## src/rtl/onehot_decoder_ctrl_pkg.sv

```systemverilog
// Shared constants and state encoding for the timed one-hot decoder.
// The decode widths and the counter width live here so the top and the decoder agree.
package onehot_decoder_ctrl_pkg;

  localparam int CODE_W   = 3;
  localparam int ONEHOT_W = 1 << CODE_W;
  localparam int CNT_W    = 8;

  typedef enum logic [1:0] {
    IDLE = 2'd0,
    HOLD = 2'd1,
    GAP  = 2'd2
  } state_t;

endpackage

```

## src/rtl/onehot_decoder_ctrl_bin2onehot.sv

```systemverilog
// Purely combinational binary-to-one-hot decode.
// The top module registers this decoder's output when it accepts a code.
module bin2onehot
  import onehot_decoder_ctrl_pkg::*;
#(
  parameter int IN_W  = CODE_W,
  parameter int OUT_W = ONEHOT_W
) (
  input  logic [IN_W-1:0]  code,
  output logic [OUT_W-1:0] onehot
);

  always_comb begin
    onehot       = '0;
    onehot[code] = 1'b1;
  end

endmodule

```

## src/rtl/onehot_decoder_ctrl.sv

```systemverilog
// Registered 3-to-8 one-hot decoder with a valid/ready handshake.
// Each accepted code drives its line for HOLD_CYCLES clocks, followed by GAP_CYCLES zero clocks.
module onehot_decoder_ctrl
  import onehot_decoder_ctrl_pkg::*;
#(
  parameter int IN_W        = CODE_W,
  parameter int OUT_W       = ONEHOT_W,
  parameter int HOLD_CYCLES = 4,
  parameter int GAP_CYCLES  = 1
) (
  input  logic             clk,
  input  logic             rst,
  input  logic             en,
  input  logic             in_valid,
  input  logic [IN_W-1:0]  in,
  output logic             in_ready,
  output logic [OUT_W-1:0] out,
  output logic             busy,
  output logic             done
);

  localparam logic [CNT_W-1:0] HOLD_LOAD = CNT_W'(HOLD_CYCLES - 1);
  localparam logic [CNT_W-1:0] GAP_LOAD  = CNT_W'((GAP_CYCLES > 0) ? GAP_CYCLES - 1 : 0);

  state_t             state;
  state_t             state_nxt;
  logic [CNT_W-1:0]   cnt;
  logic [CNT_W-1:0]   cnt_nxt;
  logic [OUT_W-1:0]   out_nxt;
  logic [OUT_W-1:0]   decoded;
  logic               done_nxt;
  logic               accept;

  bin2onehot #(
    .IN_W  (IN_W),
    .OUT_W (OUT_W)
  ) u_dec (
    .code   (in),
    .onehot (decoded)
  );

  assign in_ready = (state == IDLE) && en;
  assign accept   = in_valid && in_ready;

  always_comb begin
    state_nxt = state;
    cnt_nxt   = cnt;
    out_nxt   = out;
    done_nxt  = 1'b0;
    case (state)
      IDLE: begin
        out_nxt = '0;
        if (accept) begin
          out_nxt   = decoded;
          state_nxt = HOLD;
          cnt_nxt   = HOLD_LOAD;
        end
      end
      HOLD: begin
        // A dropped enable ends the window early and suppresses done.
        if (!en || (cnt == '0)) begin
          out_nxt  = '0;
          done_nxt = en;
          if (GAP_CYCLES > 0) begin
            state_nxt = GAP;
            cnt_nxt   = GAP_LOAD;
          end else begin
            state_nxt = IDLE;
            cnt_nxt   = '0;
          end
        end else begin
          cnt_nxt = cnt - 1'b1;
        end
      end
      GAP: begin
        out_nxt = '0;
        if (cnt == '0) begin
          state_nxt = IDLE;
        end else begin
          cnt_nxt = cnt - 1'b1;
        end
      end
      default: begin
        state_nxt = IDLE;
        cnt_nxt   = '0;
        out_nxt   = '0;
      end
    endcase
  end

  always_ff @(posedge clk) begin
    if (rst) begin
      state <= IDLE;
      cnt   <= '0;
      out   <= '0;
      done  <= 1'b0;
      busy  <= 1'b0;
    end else begin
      state <= state_nxt;
      cnt   <= cnt_nxt;
      out   <= out_nxt;
      done  <= done_nxt;
      busy  <= (state_nxt != IDLE);
    end
  end

endmodule

```

## config.mk

```make
export PLATFORM = sky130hd
export DESIGN_NAME = onehot_decoder_ctrl
export DESIGN_NICKNAME = d
export VERILOG_FILES = /design/src/rtl/onehot_decoder_ctrl_pkg.sv /design/src/rtl/onehot_decoder_ctrl_bin2onehot.sv /design/src/rtl/onehot_decoder_ctrl.sv
export SDC_FILE = /design/constraint.sdc
export NUM_CORES = 1
export LEC_CHECK = 0
export CAP_MARGIN = 10
export CORE_UTILIZATION = 45
export DETAILED_ROUTE_END_ITERATION = 12
export PLACE_DENSITY = 0.7
export SYNTH_ARGS = -nofsm -noshare
export SYNTH_HDL_FRONTEND = slang
export SYNTH_SLANG_ARGS = --single-unit
export TNS_END_PERCENT = 20
```

## constraint.sdc

```tcl
create_clock -name clk -period 2.5 [get_ports clk]
set_input_delay 0.625 -clock clk [delete_from_list [all_inputs] [get_ports clk]]
set_output_delay 0.625 -clock clk [all_outputs]
set_load 0.05 [all_outputs]
```

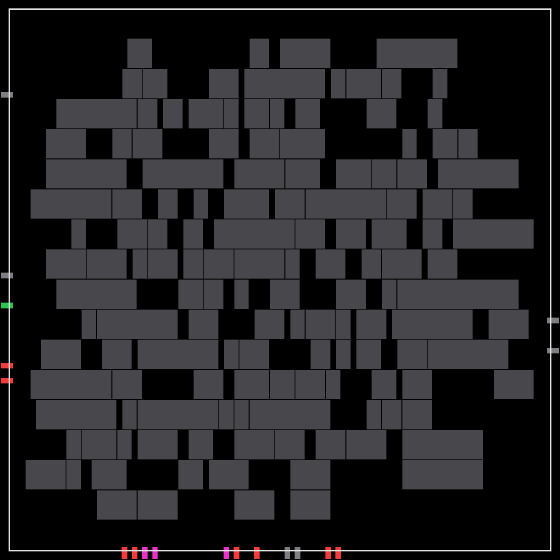
pinout.png
Pins as bars across the die edge, other pins in gray.
[red] out | pins: 8 | direction: output | edge: 6 bottom, 2 left
[magenta] in | pins: 3 | direction: input | edge: bottom
[green] busy | pins: 1 | direction: output | edge: left

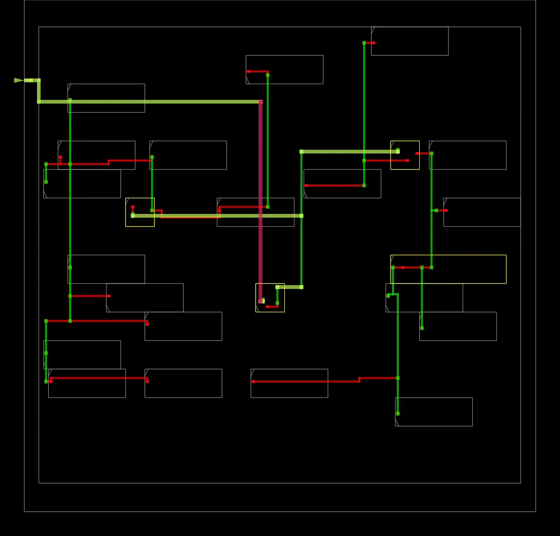
clock_nets.png
P_clk: 0.268 mW
number of clock sinks: 20
clock buffers: 3
clk_skew: 6.03 ps

==> ci_impl_report.md <==
### Yosys + OpenROAD results

| Metric | Value |
|---|---|
| P_comb | 0.257 mW |
| Leak pwr | 0.459 nW |
| Row count | 16 |
| CP cell instances | clkdlybuf4s50_1 -> nor3b_1 -> buf_12 |
| Xor/xnor share | 0 |
| Post-synth seq share | 0.406 |
| Final nets | 149 |
| Gpl congestion | 0.835 |
| Dominant Register Cell | dfxtp_1 |
| Logic Gate Count | 88 |
| Critical path required time | 1880 ps |
| Slew Limit Headroom | 0.653 |
| Reg2reg end | cnt[5]$_SDFFE_PP0P_ |
| RSZ-0062 raised after global routing | false |
| Asr flop ratio synth | 0 |
| Ao+oa area frac | 0.291 |
| Flop pwr share | 0.420 |
| Fin Hold WS | 506 ps |
| Crit path time final | 2260 ps |
| Final Max Tran Viols | 0 |
| Synth Area in Adders | 0.0254 |
| Utilization after layout | 0.643 |
| Share of cells above drive strength 1 | 0.122 |
| Regs by FF count | cnt: 8 flops, out: 8 flops, state: 2 flops |
| Largest net degree at the start of global routing | 17 |
| Area figure in the yosys stat output | 986 um^2 |
| Mux area share | 0.0114 |
| Ys Warns | 0 |
| Cells in synth_stat.txt | 116 |
| Slew @ Worst Pin | 519 ps |
| Seq/total area | 0.311 |
| Final hold violations | 0 |
| Vias per cell | 5.90 |
| Met2 WL post-DR | 1180 um |
| Routed wl met3 | 114 um |
| Registers, synthesis | 20 |
| Dominant class by area | logic gates |
| Final ANT Viol Nets | 0 |
| First-pass GRT wire length | 4110 um |
| Tap cell count | 27 |
| Final setup vio count | 0 |
| Worst IR drop on VDD | 0.488 mV |
| Drt first-iter violations | 15 |
| Met1 global-route usage | 0.293 |
| DP Wirelength | 1810 um |
| Placed inst area | 1230 um^2 |
| Setup Buffers After CTS | 0 |
| Final setup margin | 245 ps |
| Hold EP | out[7]$_SDFFE_PP0P_ |
| CP endpoint kind | primary output |
| Top routing layer in use | met4 |
| Met2 usage | 0.347 |
| Status | complete, no violations |
| Final non-clock buffer share | 0.181 |
| Die width | 48.8 um |
| Synth top cell by count | dfxtp_1 |
| FF-to-FF setup slack | 580 ps |
| Portion of total power attributed to the clock network | 0.296 |
| CP max stage cell | clkdlybuf4s50_1 |
| Crit Path Max Fanout | 2 |
| # IOs | 18 |
| Root buffer cell | clkbuf_4 |
| Max-cap viol count | 0 |
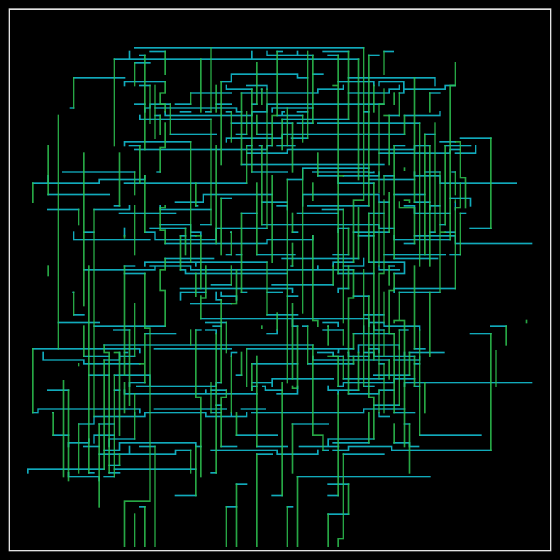
layers.png
Two of the layers only.
[green] M2 | wire length: 1,180 um
[cyan] M1 | wire length: 1,110 um
drt total wl: 2420 um
drt wl/cell: 14.6 um
Via Count: 979
Tot GR Track Use: 0.226

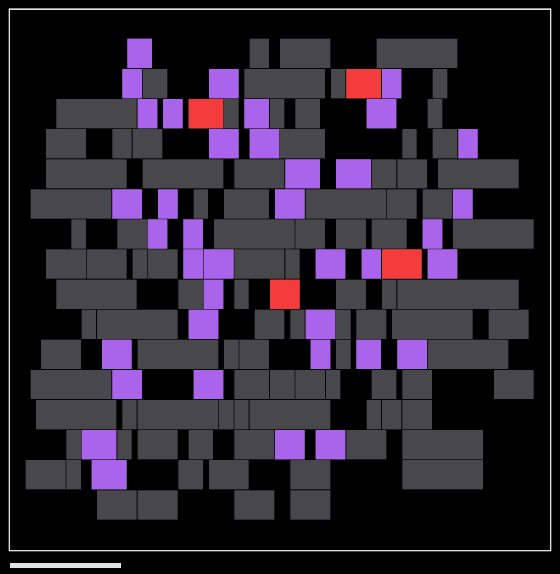
gates.png
Scale bar: 10 um.
[red] non-inverting ao/oa cells | cells: 4 | most used: a211o_1
[purple] aoi and oai cells | cells: 38 | most used: a21oi_1

Power figures rest on the tool's default switching activity, not on a simulated workload.
